File: src/rtl/chunked_adder_sequencer.sv
// Sequences a W = N*WORDS bit add through an external N-bit adder, LS slice first.
// Optional macro CHUNK_EARLY_DONE_EN: leave RUN early once the remaining slices can only produce zeros.
module chunked_adder_sequencer #(
  parameter int N     = 4,
  parameter int WORDS = 4
) (
  input  logic                 clk,
  input  logic                 rst_n,
  input  logic                 in_valid,
  output logic                 in_ready,
  input  logic [N*WORDS-1:0]   a,
  input  logic [N*WORDS-1:0]   b,
  input  logic                 cin,
  output logic                 out_valid,
  input  logic                 out_ready,
  output logic [N*WORDS-1:0]   sum,
  output logic                 cout,
  output logic [N-1:0]         add_a,
  output logic [N-1:0]         add_b,
  output logic                 add_cin,
  input  logic [N-1:0]         add_sum,
  input  logic                 add_cout,
  output logic [1:0]           state_dbg
);

  // Handshake: a transfer happens on a rising edge where valid and ready are both high;
  // in_ready/out_valid are registered and depend only on state, never on in_valid/out_ready.

  localparam int W  = N * WORDS;
  localparam int IW = (WORDS > 1) ? $clog2(WORDS) : 1;

  typedef enum logic [1:0] {
    IDLE = 2'd0,
    RUN  = 2'd1,
    DONE = 2'd2
  } state_t;

  state_t          state;
  logic [W-1:0]    a_reg;
  logic [W-1:0]    b_reg;
  logic [IW-1:0]   idx;
  logic            c_reg;
  logic            last_slice;
  logic            early_exit;

  assign state_dbg  = state;
  assign last_slice = (idx == IW'(WORDS - 1));

`ifdef CHUNK_EARLY_DONE_EN
  logic upper_zero;
  // Nothing left above this slice and no carry out: upper sum slices stay at their cleared zeros.
  assign upper_zero = (((a_reg | b_reg) >> ((int'(idx) + 1) * N)) == '0);
  assign early_exit = !add_cout && upper_zero && !last_slice;
`else
  assign early_exit = 1'b0;
`endif

  always_comb begin
    add_a   = '0;
    add_b   = '0;
    add_cin = 1'b0;
    if (state == RUN) begin
      add_a   = a_reg[int'(idx)*N +: N];
      add_b   = b_reg[int'(idx)*N +: N];
      add_cin = c_reg;
    end
  end

  always_ff @(posedge clk or negedge rst_n) begin
    if (!rst_n) begin
      state     <= IDLE;
      in_ready  <= 1'b1;
      out_valid <= 1'b0;
      sum       <= '0;
      cout      <= 1'b0;
      idx       <= '0;
      c_reg     <= 1'b0;
      a_reg     <= '0;
      b_reg     <= '0;
    end else begin
      case (state)
        IDLE: begin
          if (in_valid) begin
            a_reg    <= a;
            b_reg    <= b;
            c_reg    <= cin;
            idx      <= '0;
            sum      <= '0;
            cout     <= 1'b0;
            in_ready <= 1'b0;
            state    <= RUN;
          end
        end
        RUN: begin
          sum[int'(idx)*N +: N] <= add_sum;
          c_reg                 <= add_cout;
          idx                   <= idx + 1'b1;
          if (last_slice || early_exit) begin
            // On an early exit add_cout is 0, so this is the right final carry either way.
            cout      <= add_cout;
            out_valid <= 1'b1;
            state     <= DONE;
          end
        end
        DONE: begin
          if (out_ready) begin
            out_valid <= 1'b0;
            in_ready  <= 1'b1;
            state     <= IDLE;
          end
        end
        default: begin
          out_valid <= 1'b0;
          in_ready  <= 1'b1;
          state     <= IDLE;
        end
      endcase
    end
  end

endmodule

File: config.mk
export PLATFORM = sky130hd
export DESIGN_NAME = chunked_adder_sequencer
export DESIGN_NICKNAME = d
export VERILOG_FILES = /design/src/rtl/chunked_adder_sequencer.sv
export SDC_FILE = /design/constraint.sdc
export NUM_CORES = 1
export LEC_CHECK = 0
export CAP_MARGIN = 20
export CORE_ASPECT_RATIO = 0.6
export CORE_MARGIN = 8
export CORE_UTILIZATION = 48
export CTS_CLUSTER_DIAMETER = 50
export DETAILED_ROUTE_END_ITERATION = 6
export PLACE_DENSITY = 0.76
export SLEW_MARGIN = 10
export SYNTH_ARGS = -nofsm -noshare
export SYNTH_HDL_FRONTEND = slang
export SYNTH_SLANG_ARGS = --single-unit
File: constraint.sdc
create_clock -name clk -period 2.3 [get_ports clk]
set_input_delay 0.69 -clock clk [delete_from_list [all_inputs] [get_ports clk]]
set_output_delay 0.69 -clock clk [all_outputs]
set_load 0.03 [all_outputs]
==> images/clocks.png <==
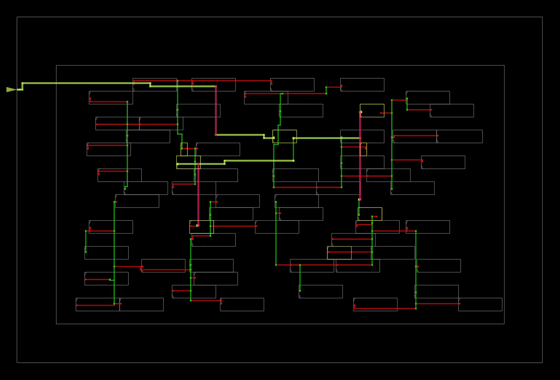
clock buffers: 8
clock buffer count from CTS: 5
flip-flops: 56

==> images/power_grid.png <==
Pins as bars on the die edge.
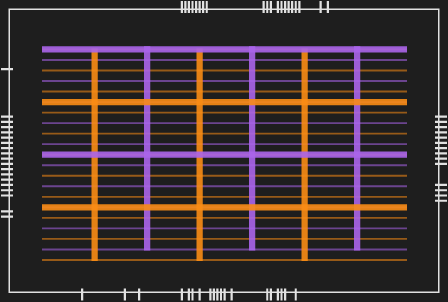
net	colour
VSS	orange
VDD	purple
rows	20
signal pins	72
met5 straps	4
IR drop worst, VDD: 0.817 mV
Chip Width: 111 um

==> images/logic_types.png <==
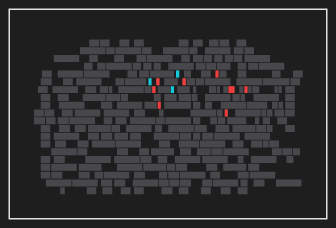
family	colour	cells
NAND gates	red	8
inverters	cyan	3
Finished Layout Cells: 326
most frequent logic cell in the layout: sky130_fd_sc_hd__clkdlybuf4s50_1
share of the final layout cell area in multi-input gates: 31.6%

==> images/layer_met1.png <==
Supply wires on this layer in grey.
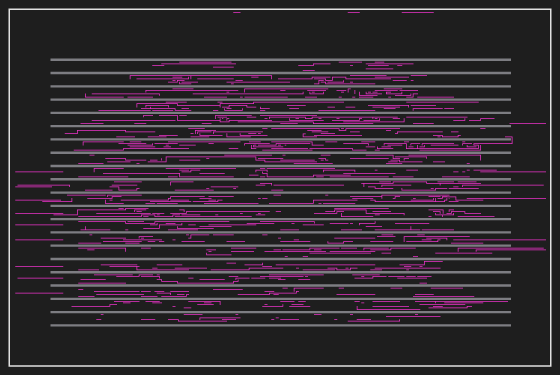
share of all routed wire	51%
nets with wire on the layer	270
main direction	horizontal
wire length on this layer	3,060 um

==> impl_metrics.json <==
{
  "synthDominantAreaCellType": "sky130_fd_sc_hd__dfrtp_1",
  "gr-total-overflow": 0,
  "drcViolationCount": 0,
  "clk_root_buffer_cell": "sky130_fd_sc_hd__clkbuf_8",
  "top_level_pins": 72,
  "finalSetupViolations": 6,
  "grt_antenna_before_repair": 0,
  "run_status": "complete, but fails checks",
  "groute.usage.overall_pct": 15.5,
  "port_buffers": 71,
  "ys_sh_simple_pct": 8.74,
  "num_vias": 1764,
  "power.switching_fraction_pct": 37.9,
  "drt-vias-per-instance": 5.41,
  "synthAoiAreaFrac_pct": 9.96,
  "maxClockFrequency_ghz": 0.429,
  "ys_top_logic_family": "multiplexers",
  "yosysChipArea_mm2": 0.00258,
  "cp_data_arrival_time_ns": 1.64,
  "timing.critical_path.required_ns": 1.61,
  "mappedNetlistArea_mm2": 0.00258,
  "synth-cells-yosys": 178,
  "clock.latency.late_pin_ns": 0.30,
  "drt-initial-drc-count": 79,
  "chip_area_mm2": 0.00804,
  "violations_in_the_final_reports": "negative setup slack",
  "final_max_slew_viol_count": 0,
  "most_common_cell": "sky130_fd_sc_hd__dfrtp_1",
  "postSynthCellCount": 178,
  "wire_per_inst_um": 18.5,
  "syn_nets": 226,
  "timing.critical_path.from_type": "register",
  "timing.slew.headroom_pct": 62.2,
  "grt_setup_unrepaired": "true",
  "dominantRegCellSynth": "sky130_fd_sc_hd__dfrtp_1",
  "worst_hold_path_type": "input pin to async pin",
  "hpwl_mm": 4.61,
  "hold_viol": 0,
  "setup_ws_ns": -0.0313,
  "fp_util_pct": 50.2,
  "end_kind": "output port",
  "tightestPinTransition_ns": 0.566,
  "dpl.cell_count": 318,
  "ant_nets": 0,
  "sequentialPowerShare_pct": 34.0,
  "nFillCells": 378,
  "combPwrFrac_pct": 54.9,
  "drt_wl_total_mm": 6.02,
  "register_area_mm2": 0.00140,
  "enable_flop_cells": 0,
  "grt_start_max_net_pins": 35,
  "timing.max_cap.violations": 0,
  "layout-drive-gt1-share_pct": 30.0,
  "sink_count_of_the_clock_tree": 56,
  "synth_async_reset_ratio_pct": 100,
  "core-area_mm2": 0.00513,
  "power.net_switching_w": 0.00188,
  "grt_pass1_wl_mm": 10.2,
  "final_critical_path_required_period_ns": 2.33,
  "static-leakage-power_nw": 1.50,
  "synth_warnings": 0,
  "synthToLayoutAreaGrowth_pct": 36.5,
  "design.final.nets": 307,
  "layout.core_utilization_pct": 68.6,
  "mi_comb_area_mm2": 0.00111,
  "clock-skew-final_ns": 0.00586,
  "timing_worst_setup_path_type": "register to output port",
  "critPathMaxFanout": 3,
  "synth_adder_area_share_pct": 2.91,
  "tritonroute_pass_1_iters": 4,
  "power.density_cell_area_mw_per_mm2": 1410,
  "warnings": 33,
  "yosys-top-cells-area": "sky130_fd_sc_hd__dfrtp_1 53%, sky130_fd_sc_hd__mux2_2 14%, sky130_fd_sc_hd__mux4_2 7.0%",
  "ys_sh_mux_pct": 21.0,
  "antenna_cells": 0,
  "yosys.stat.seqShare_pct": 54.4,
  "post_synth.cell_area_avg_um2": 14.5,
  "finalPower_w": 0.00496,
  "ctsHtreeMaxLevel": 2,
  "pwr-share-clk_pct": 11.1,
  "internal-power_w": 0.00308,
  "cts_tree": "built",
  "yosys_register_bits": 56,
  "xor_area_share_pct": 0,
  "share_of_the_clock_period_used_by_the_worst_path_after_layout_pct": 101,
  "cts_buffer_depth": 2,
  "finalWeightedCongestion": 0.768,
  "clkTransAtPathRegs_ns": 0.09,
  "placement_rows": 20
}
[worst max-delay path, stage by stage, from the launching register on]
cell,delay [ns]
sky130_fd_sc_hd__dfrtp_1,0.37
sky130_fd_sc_hd__buf_4,0.14
sky130_fd_sc_hd__mux4_2,0.49
sky130_fd_sc_hd__and2_1,0.17
sky130_fd_sc_hd__buf_4,0.16
[metal layers]
| layer | up-vias | track usage (%) | part of all wire (%) |
|---|---|---|---|
| met3 | 9 | 4.68 | 5.2 |
| met2 | 51 | 22.6 | 43 |
| li1 | 818 | - | - |
| met4 | 0 | 3.13 | 0.71 |
| met1 | 886 | 22.1 | 51 |
| met5 | - | 0 | 0 |
[power by group through the flow]
| stage | sequential [W] | clock [W] | combinational, W |
|---|---|---|---|
| after floorplan | 0.00185 | 0 | 0.00155 |
| after global placement | 0.00168 | 0 | 0.00255 |
| after detailed placement | 0.00170 | 0 | 0.00259 |
| after CTS | 0.00169 | 0.000567 | 0.00275 |
| after global routing | 0.00174 | 0.000606 | 0.00292 |
| final | 0.00169 | 0.000551 | 0.00273 |
[placed cells by master (no fill, tap or decap), types with 3 or more instances in the layout]
cell                              instances
sky130_fd_sc_hd__a21o_1                   4
sky130_fd_sc_hd__a21oi_1                  3
sky130_fd_sc_hd__a22o_1                  16
sky130_fd_sc_hd__and2_1                   3
sky130_fd_sc_hd__and2_4                   6
sky130_fd_sc_hd__buf_4                   11
sky130_fd_sc_hd__buf_6                    7
sky130_fd_sc_hd__clkbuf_8                 6
sky130_fd_sc_hd__clkdlybuf4s50_1         61
sky130_fd_sc_hd__dfrtp_1                 54
sky130_fd_sc_hd__ha_1                     6
sky130_fd_sc_hd__inv_1                    3
sky130_fd_sc_hd__mux2_2                  32
sky130_fd_sc_hd__mux4_2                   8
sky130_fd_sc_hd__nand2_1                  7
sky130_fd_sc_hd__nor2_1                   4
sky130_fd_sc_hd__nor2b_1                  4
sky130_fd_sc_hd__o21ai_0                  4
[final timing paths]
check	from	endpoint	slack, ns	cells after the start
hold reg to reg	a_reg[14]	a_reg[14]	0.51	1
setup reg to reg	idx[0]	sum[14]	0.42	6
max in group asynchronous	rst_n	b_reg[1]	1.34	2
min in group clk	a_reg[14]	a_reg[14]	0.51	1
setup / recovery	idx[0]	add_a[0]	-0.03	4
hold / removal	rst_n	b_reg[13]	0.37	1
[stage by stage]
| step | cell area (um^2) | worst slack, ns | TNS, ns | hold slack, ns |
|---|---|---|---|---|
| 3_3_place_gp | 3380 | 0.121 | 0 | 0.479 |
| 4_1_cts | 3520 | -0.0486 | -0.305 | 0.374 |
| 5_1_grt | 3520 | -0.0996 | -0.672 | 0.406 |
| 3_5_place_dp | 3380 | 0.0630 | 0 | 0.491 |
| 2_1_floorplan | 2580 | 0.119 | 0 | 0.394 |
| 6_report | 3520 | -0.0313 | -0.0831 | 0.369 |
[repair_timing]
item                       4_1_cts  5_1_grt
setup endpoints to repair        8        8
resized                         14        0
buffers inserted                 0        0
pin swaps                        2        4
hold buffers                     0        0
[area by class of cell]
cell class | instances | share of cell area, %
clock buffer | 8 | 2.56
inverter | 3 | 0.320
multi-input combinational | 111 | 31.6
sequential | 56 | 39.9
tap | 66 | 2.35
timing repair buffer | 82 | 23.2
Power figures rest on the tool's default switching activity, not on a simulated workload.
